==> images/flops_by_reg.png <==
(2 px per µm) Other sequential cells in the stronger gray, the rest of the logic in the fainter gray.
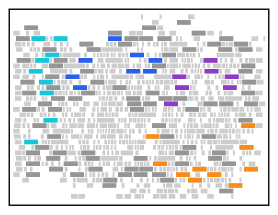
==> images/placement.png <==
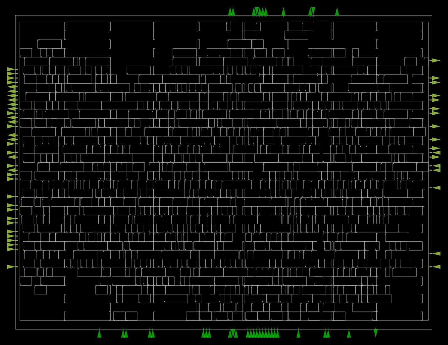
==> images/placement_by_type.png <==
(2 px per µm)
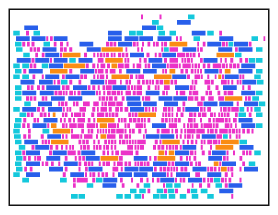
==> images/io_fan.png <==
(4 px per µm)
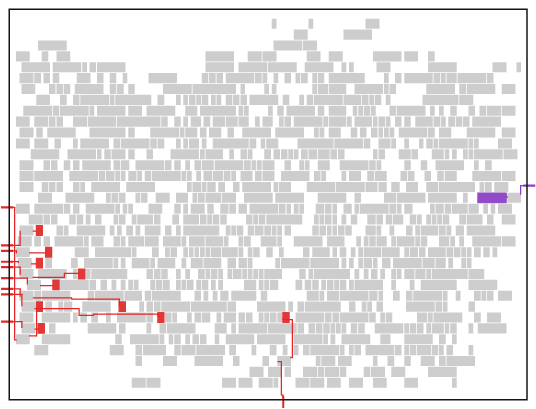
[src/rtl/fb_pkg.sv]
// Shared constants, op codes and FSM encoding for the framebuffer fill engine.
package fb_pkg;

  localparam int FB_W = 160;  // framebuffer width in pixels
  localparam int FB_H = 120;  // framebuffer height in pixels
  localparam int XW   = 8;    // bits needed for an X coordinate
  localparam int YW   = 7;    // bits needed for a Y coordinate
  localparam int CW   = 9;    // RGB 3:3:3 colour width
  localparam int AW   = 10;   // external coordinate / address width

  typedef enum logic [1:0] {
    OP_FILL  = 2'b00,
    OP_CLEAR = 2'b01,
    OP_PLOT  = 2'b10,
    OP_RSVD  = 2'b11
  } op_e;

  typedef enum logic [1:0] {
    ST_IDLE  = 2'b00,
    ST_SETUP = 2'b01,
    ST_DRAW  = 2'b10,
    ST_DONE  = 2'b11
  } state_e;

endpackage

[src/rtl/fb_clip.sv]
// Clamp both ends of one axis to [0, max] and order them so that a <= b.
module fb_clip #(
  parameter int IW = 10,
  parameter int OW = 8
) (
  input  logic [IW-1:0] lo_i,
  input  logic [IW-1:0] hi_i,
  input  logic [OW-1:0] max_i,
  output logic [OW-1:0] a_o,
  output logic [OW-1:0] b_o
);

  logic [IW-1:0] max_ext;
  logic [OW-1:0] lo_c;
  logic [OW-1:0] hi_c;

  assign max_ext = {{(IW-OW){1'b0}}, max_i};

  // Clamp each coordinate, then swap if the corners arrive reversed.
  always_comb begin
    lo_c = (lo_i > max_ext) ? max_i : lo_i[OW-1:0];
    hi_c = (hi_i > max_ext) ? max_i : hi_i[OW-1:0];
    if (lo_c <= hi_c) begin
      a_o = lo_c;
      b_o = hi_c;
    end else begin
      a_o = hi_c;
      b_o = lo_c;
    end
  end

endmodule

[src/rtl/fb_fill_engine.sv]
// Command-driven rectangle fill / clear / plot engine feeding the framebuffer
// write port at one pixel per clock.
module fb_fill_engine #(
  parameter int FB_W = fb_pkg::FB_W,
  parameter int FB_H = fb_pkg::FB_H
) (
  input  logic       clk50,
  input  logic       rst,
  input  logic       cmd_valid,
  output logic       cmd_ready,
  input  logic [1:0] cmd_op,
  input  logic [9:0] cmd_x0,
  input  logic [9:0] cmd_x1,
  input  logic [9:0] cmd_y0,
  input  logic [9:0] cmd_y1,
  input  logic [8:0] cmd_color,
  input  logic       abort,
  output logic [9:0] WAx,
  output logic [9:0] WAy,
  output logic [8:0] dt,
  output logic       SW,
  output logic       busy,
  output logic       done,
  output logic       err
);

  import fb_pkg::*;

  localparam logic [XW-1:0] X_MAX = XW'(FB_W - 1);
  localparam logic [YW-1:0] Y_MAX = YW'(FB_H - 1);

  state_e          state_q, state_d;
  op_e             op_q;
  logic [CW-1:0]   color_q;
  logic [AW-1:0]   x0_q, x1_q, y0_q, y1_q;
  logic [XW-1:0]   xa_q, xb_q, cx_q;
  logic [YW-1:0]   ya_q, yb_q, cy_q;

  // Registered outputs and their next values
  logic            ready_q, ready_d;
  logic            busy_q, busy_d;
  logic            done_q, done_d;
  logic            err_q, err_d;
  logic            sw_q, sw_d;
  logic [AW-1:0]   wax_q, wax_d;
  logic [AW-1:0]   way_q, way_d;
  logic [CW-1:0]   dt_q, dt_d;

  logic            accept, accept_rsvd, accept_cmd, last_px;
  logic [AW-1:0]   x_hi, y_hi;
  logic [XW-1:0]   clip_xa, clip_xb, bx_a, bx_b;
  logic [YW-1:0]   clip_ya, clip_yb, by_a, by_b;

  assign accept      = (state_q == ST_IDLE) && ready_q && cmd_valid;
  assign accept_rsvd = accept && (cmd_op == OP_RSVD);
  assign accept_cmd  = accept && (cmd_op != OP_RSVD);
  assign last_px     = (cx_q == xb_q) && (cy_q == yb_q);

  // A plot collapses each axis onto its first corner.
  assign x_hi = (op_q == OP_PLOT) ? x0_q : x1_q;
  assign y_hi = (op_q == OP_PLOT) ? y0_q : y1_q;

  fb_clip #(.IW(AW), .OW(XW)) u_clip_x (
    .lo_i (x0_q),
    .hi_i (x_hi),
    .max_i(X_MAX),
    .a_o  (clip_xa),
    .b_o  (clip_xb)
  );

  fb_clip #(.IW(AW), .OW(YW)) u_clip_y (
    .lo_i (y0_q),
    .hi_i (y_hi),
    .max_i(Y_MAX),
    .a_o  (clip_ya),
    .b_o  (clip_yb)
  );

  // Clear ignores the supplied corners and covers the whole screen.
  always_comb begin
    if (op_q == OP_CLEAR) begin
      bx_a = '0;
      bx_b = X_MAX;
      by_a = '0;
      by_b = Y_MAX;
    end else begin
      bx_a = clip_xa;
      bx_b = clip_xb;
      by_a = clip_ya;
      by_b = clip_yb;
    end
  end

  // FSM state register.
  always_ff @(posedge clk50) begin
    if (rst) state_q <= ST_IDLE;
    else     state_q <= state_d;
  end

  // FSM next-state logic; abort only matters in SETUP and DRAW.
  always_comb begin
    state_d = state_q;
    unique case (state_q)
      ST_IDLE:  if (accept_cmd) state_d = ST_SETUP;
      ST_SETUP: state_d = abort ? ST_DONE : ST_DRAW;
      ST_DRAW:  if (abort || last_px) state_d = ST_DONE;
      ST_DONE:  state_d = ST_IDLE;
      default:  state_d = ST_IDLE;
    endcase
  end

  // FSM output logic: next values for the registered outputs.
  always_comb begin
    sw_d    = 1'b0;
    wax_d   = wax_q;
    way_d   = way_q;
    dt_d    = dt_q;
    done_d  = (state_q == ST_DONE);
    err_d   = accept_rsvd;
    ready_d = (state_q == ST_IDLE) && !accept_cmd;
    busy_d  = !ready_d;
    if (state_q == ST_DRAW) begin
      sw_d  = !abort;
      wax_d = {{(AW-XW){1'b0}}, cx_q};
      way_d = {{(AW-YW){1'b0}}, cy_q};
      dt_d  = color_q;
    end
  end

  // Output registers; reset wins over everything so no done follows it.
  always_ff @(posedge clk50) begin
    if (rst) begin
      sw_q    <= 1'b0;
      wax_q   <= '0;
      way_q   <= '0;
      dt_q    <= '0;
      done_q  <= 1'b0;
      err_q   <= 1'b0;
      ready_q <= 1'b1;
      busy_q  <= 1'b0;
    end else begin
      sw_q    <= sw_d;
      wax_q   <= wax_d;
      way_q   <= way_d;
      dt_q    <= dt_d;
      done_q  <= done_d;
      err_q   <= err_d;
      ready_q <= ready_d;
      busy_q  <= busy_d;
    end
  end

  // Capture the command on acceptance so later input changes are ignored.
  always_ff @(posedge clk50) begin
    if (rst) begin
      op_q    <= OP_FILL;
      color_q <= '0;
      x0_q    <= '0;
      x1_q    <= '0;
      y0_q    <= '0;
      y1_q    <= '0;
    end else if (accept_cmd) begin
      op_q    <= op_e'(cmd_op);
      color_q <= cmd_color;
      x0_q    <= cmd_x0;
      x1_q    <= cmd_x1;
      y0_q    <= cmd_y0;
      y1_q    <= cmd_y1;
    end
  end

  // Bounds load in SETUP, then raster scan with X inner and Y outer.
  always_ff @(posedge clk50) begin
    if (rst) begin
      xa_q <= '0;
      xb_q <= '0;
      ya_q <= '0;
      yb_q <= '0;
      cx_q <= '0;
      cy_q <= '0;
    end else if (state_q == ST_SETUP) begin
      xa_q <= bx_a;
      xb_q <= bx_b;
      ya_q <= by_a;
      yb_q <= by_b;
      cx_q <= bx_a;
      cy_q <= by_a;
    end else if (state_q == ST_DRAW) begin
      if (cx_q == xb_q) begin
        cx_q <= xa_q;
        cy_q <= cy_q + 1'b1;
      end else begin
        cx_q <= cx_q + 1'b1;
      end
    end
  end

  assign cmd_ready = ready_q;
  assign busy      = busy_q;
  assign done      = done_q;
  assign err       = err_q;
  assign SW        = sw_q;
  assign WAx       = wax_q;
  assign WAy       = way_q;
  assign dt        = dt_q;

endmodule

[config.mk]
export PLATFORM = sky130hd
export DESIGN_NAME = fb_fill_engine
export DESIGN_NICKNAME = d
export VERILOG_FILES = /design/src/rtl/fb_pkg.sv /design/src/rtl/fb_clip.sv /design/src/rtl/fb_fill_engine.sv
export SDC_FILE = /design/constraint.sdc
export NUM_CORES = 1
export LEC_CHECK = 0
export ABC_AREA = 1
export CAP_MARGIN = 20
export CORE_ASPECT_RATIO = 0.75
export CORE_UTILIZATION = 49
export CTS_CLUSTER_DIAMETER = 100
export DETAILED_ROUTE_END_ITERATION = 16
export HOLD_SLACK_MARGIN = 0.08
export PLACE_DENSITY = 0.82
export SYNTH_ARGS = -nofsm -noshare
export SYNTH_HDL_FRONTEND = slang
export SYNTH_SLANG_ARGS = --single-unit
[constraint.sdc]
create_clock -name clk50 -period 8.4 [get_ports clk50]
set_input_delay 1.68 -clock clk50 [delete_from_list [all_inputs] [get_ports clk50]]
set_output_delay 1.68 -clock clk50 [all_outputs]
set_load 0.1 [all_outputs]
==> flow_summary.json <==
{
  "portBuffers": 83,
  "status": "completed",
  "fin_worst_skew_ns": 0.00826,
  "nMultiInputCombCells": 557,
  "hold_ws_ns": 0.453,
  "fmaxAchievable_ghz": 0.251,
  "setup_viol": 0,
  "layout_top_cell": "o21ai_0",
  "overflow": 0,
  "arrival_ns": 4.33,
  "critPathKind": "reg2reg",
  "r2r_cells": 18,
  "syn-cell-area_mm2": 0.00593,
  "startpoint": "op_q[1]",
  "yosysCellCount": 811,
  "dpl_cell_area_mm2": 0.00680,
  "edf_count": 0,
  "first_global_vias": 5110,
  "post_cts_resized": 0,
  "first_pass_iters": 5,
  "ys_seq_share_pct": 40.5,
  "grt_pass1_wl_um": 23800,
  "finish.instance_area_mm2": 0.00742,
  "r2r-start": "op_q[1]",
  "syn_to_final_growth_pct": 25.0,
  "ctsHtreeMaxLevel": 4,
  "cp_num_buf_inv": 3,
  "min_period_ns": 3.98,
  "hpwl_um": 9500,
  "buf_share_pct": 11.9,
  "comb_area_share_pct": 40.4,
  "hold_class": "reg2reg",
  "cp.depth": 18,
  "comb_area_mm2": 0.00299,
  "ff2ff_setup_slack_ns": 4.42,
  "drv_slew": 0,
  "fp.dieW_um": 129,
  "cts_root_buffer": "clkbuf_16",
  "timing.setup.tns_ns": 0,
  "ctsHoldBuffers": 0,
  "diodes": 0,
  "crit_required_ns": 8.75,
  "openroad.warnings": 30,
  "clock.latency.late_pin_ns": 0.42,
  "synthArstFlopShare_pct": 0,
  "place.gp.congestion": 0.890,
  "tightest_slew_ns": 1.00,
  "max-slew-margin-rel_pct": 32.9,
  "path_max_fanout": 29,
  "dr_total_vias": 5552,
  "die_y_um": 97.3,
  "clkbuf_count": 17,
  "clk_pin_slew_ns": 0.06,
  "first_iter_violations": 397,
  "cts_max_path_buffers": 2,
  "yosysUniqueCellTypes": 36,
  "core_mm2": 0.0117,
  "r2r-end": "cy_q[1]",
  "grt_use_total_pct": 23.8
}
## Picture notes: flops_by_reg.png
| color | netlist name | placed flops |
|---|---|---|
| purple | cy_q | 7 |
| blue | cx_q | 8 |
| cyan | color_q | 9 |
| orange | y1_q | 10 |
not colored: 86
utilization after layout: 63.4%
Register Area: 0.00240 mm²
flop share of the area: 32.4%

## Picture notes: placement.png
# rows: 34
Filler cells: 1024
n_taps: 162
Finished Layout Cells: 1051
flop count: 120

## Picture notes: placement_by_type.png
| color | class | cells |
|---|---|---|
| orange | clock drivers and dummy loads | 32 |
| blue | flops | 120 |
| magenta | combinational and other logic | 648 |
| cyan | other buffers and delay cells | 89 |

## Picture notes: io_fan.png
| color | port | direction | end cells | wire |
|---|---|---|---|---|
| red | cmd_x0 | input | 10 | 179 µm |
| purple | err | output | 1 | 4.00 µm |

[tightest hold or removal path, cell delays in order (launching register included)]
cell	delay, ns
dfxtp_1	0.30
inv_1	0.06
a21oi_1	0.05
[through the flow]
stage	worst slack, ns	cells
2_1_floorplan	5.48	815
3_3_place_gp	4.40	1017
3_5_place_dp	4.29	1017
4_1_cts	4.54	1049
5_1_grt	4.00	1051
6_report	4.42	1051
[synth_stat cells (all sizes together) (5+ instances only)]
cell type  instances  area share [%]
o21ai            131              11
dfxtp            120              41
nand2            101             7.7
a21oi             99             8.5
inv               90             5.7
nor2              86             5.4
nand3             40             4.0
clkbuf            33             2.1
ha                21             4.4
nor3              19             1.6
buf               14             1.6
xor2              14             2.1
a31oi              8            0.84
nand4              8            0.84
a22oi              5            0.63
xnor2              5            0.74
[worst min path at each step]
stage	from	to	slack, ns	cells after the start
global route	color_q[0]	color_q[0]	0.47	2
global placement	color_q[7]	color_q[7]	0.44	2
floorplan	color_q[0]	color_q[0]	0.43	2
finish	x1_q[0]	x1_q[0]	0.45	2
CTS	x1_q[0]	x1_q[0]	0.45	2
detailed placement	x1_q[0]	x1_q[0]	0.45	2
[cells by family after synthesis]
| family | synth area share [%] |
|---|---|
| buf+inv | 9.47 |
| compound gates | 22.6 |
| flops | 40.5 |
| other cells | 0.0632 |
| simple gates | 20.1 |
| fa+ha+maj | 4.43 |
| xor+xnor | 2.81 |
[routing by layer]
layer	wire length (µm)	track usage (%)
met5	0	0
met4	193	7.51
met3	870	6.66
met2	6420	37.3
met1	6790	31.6
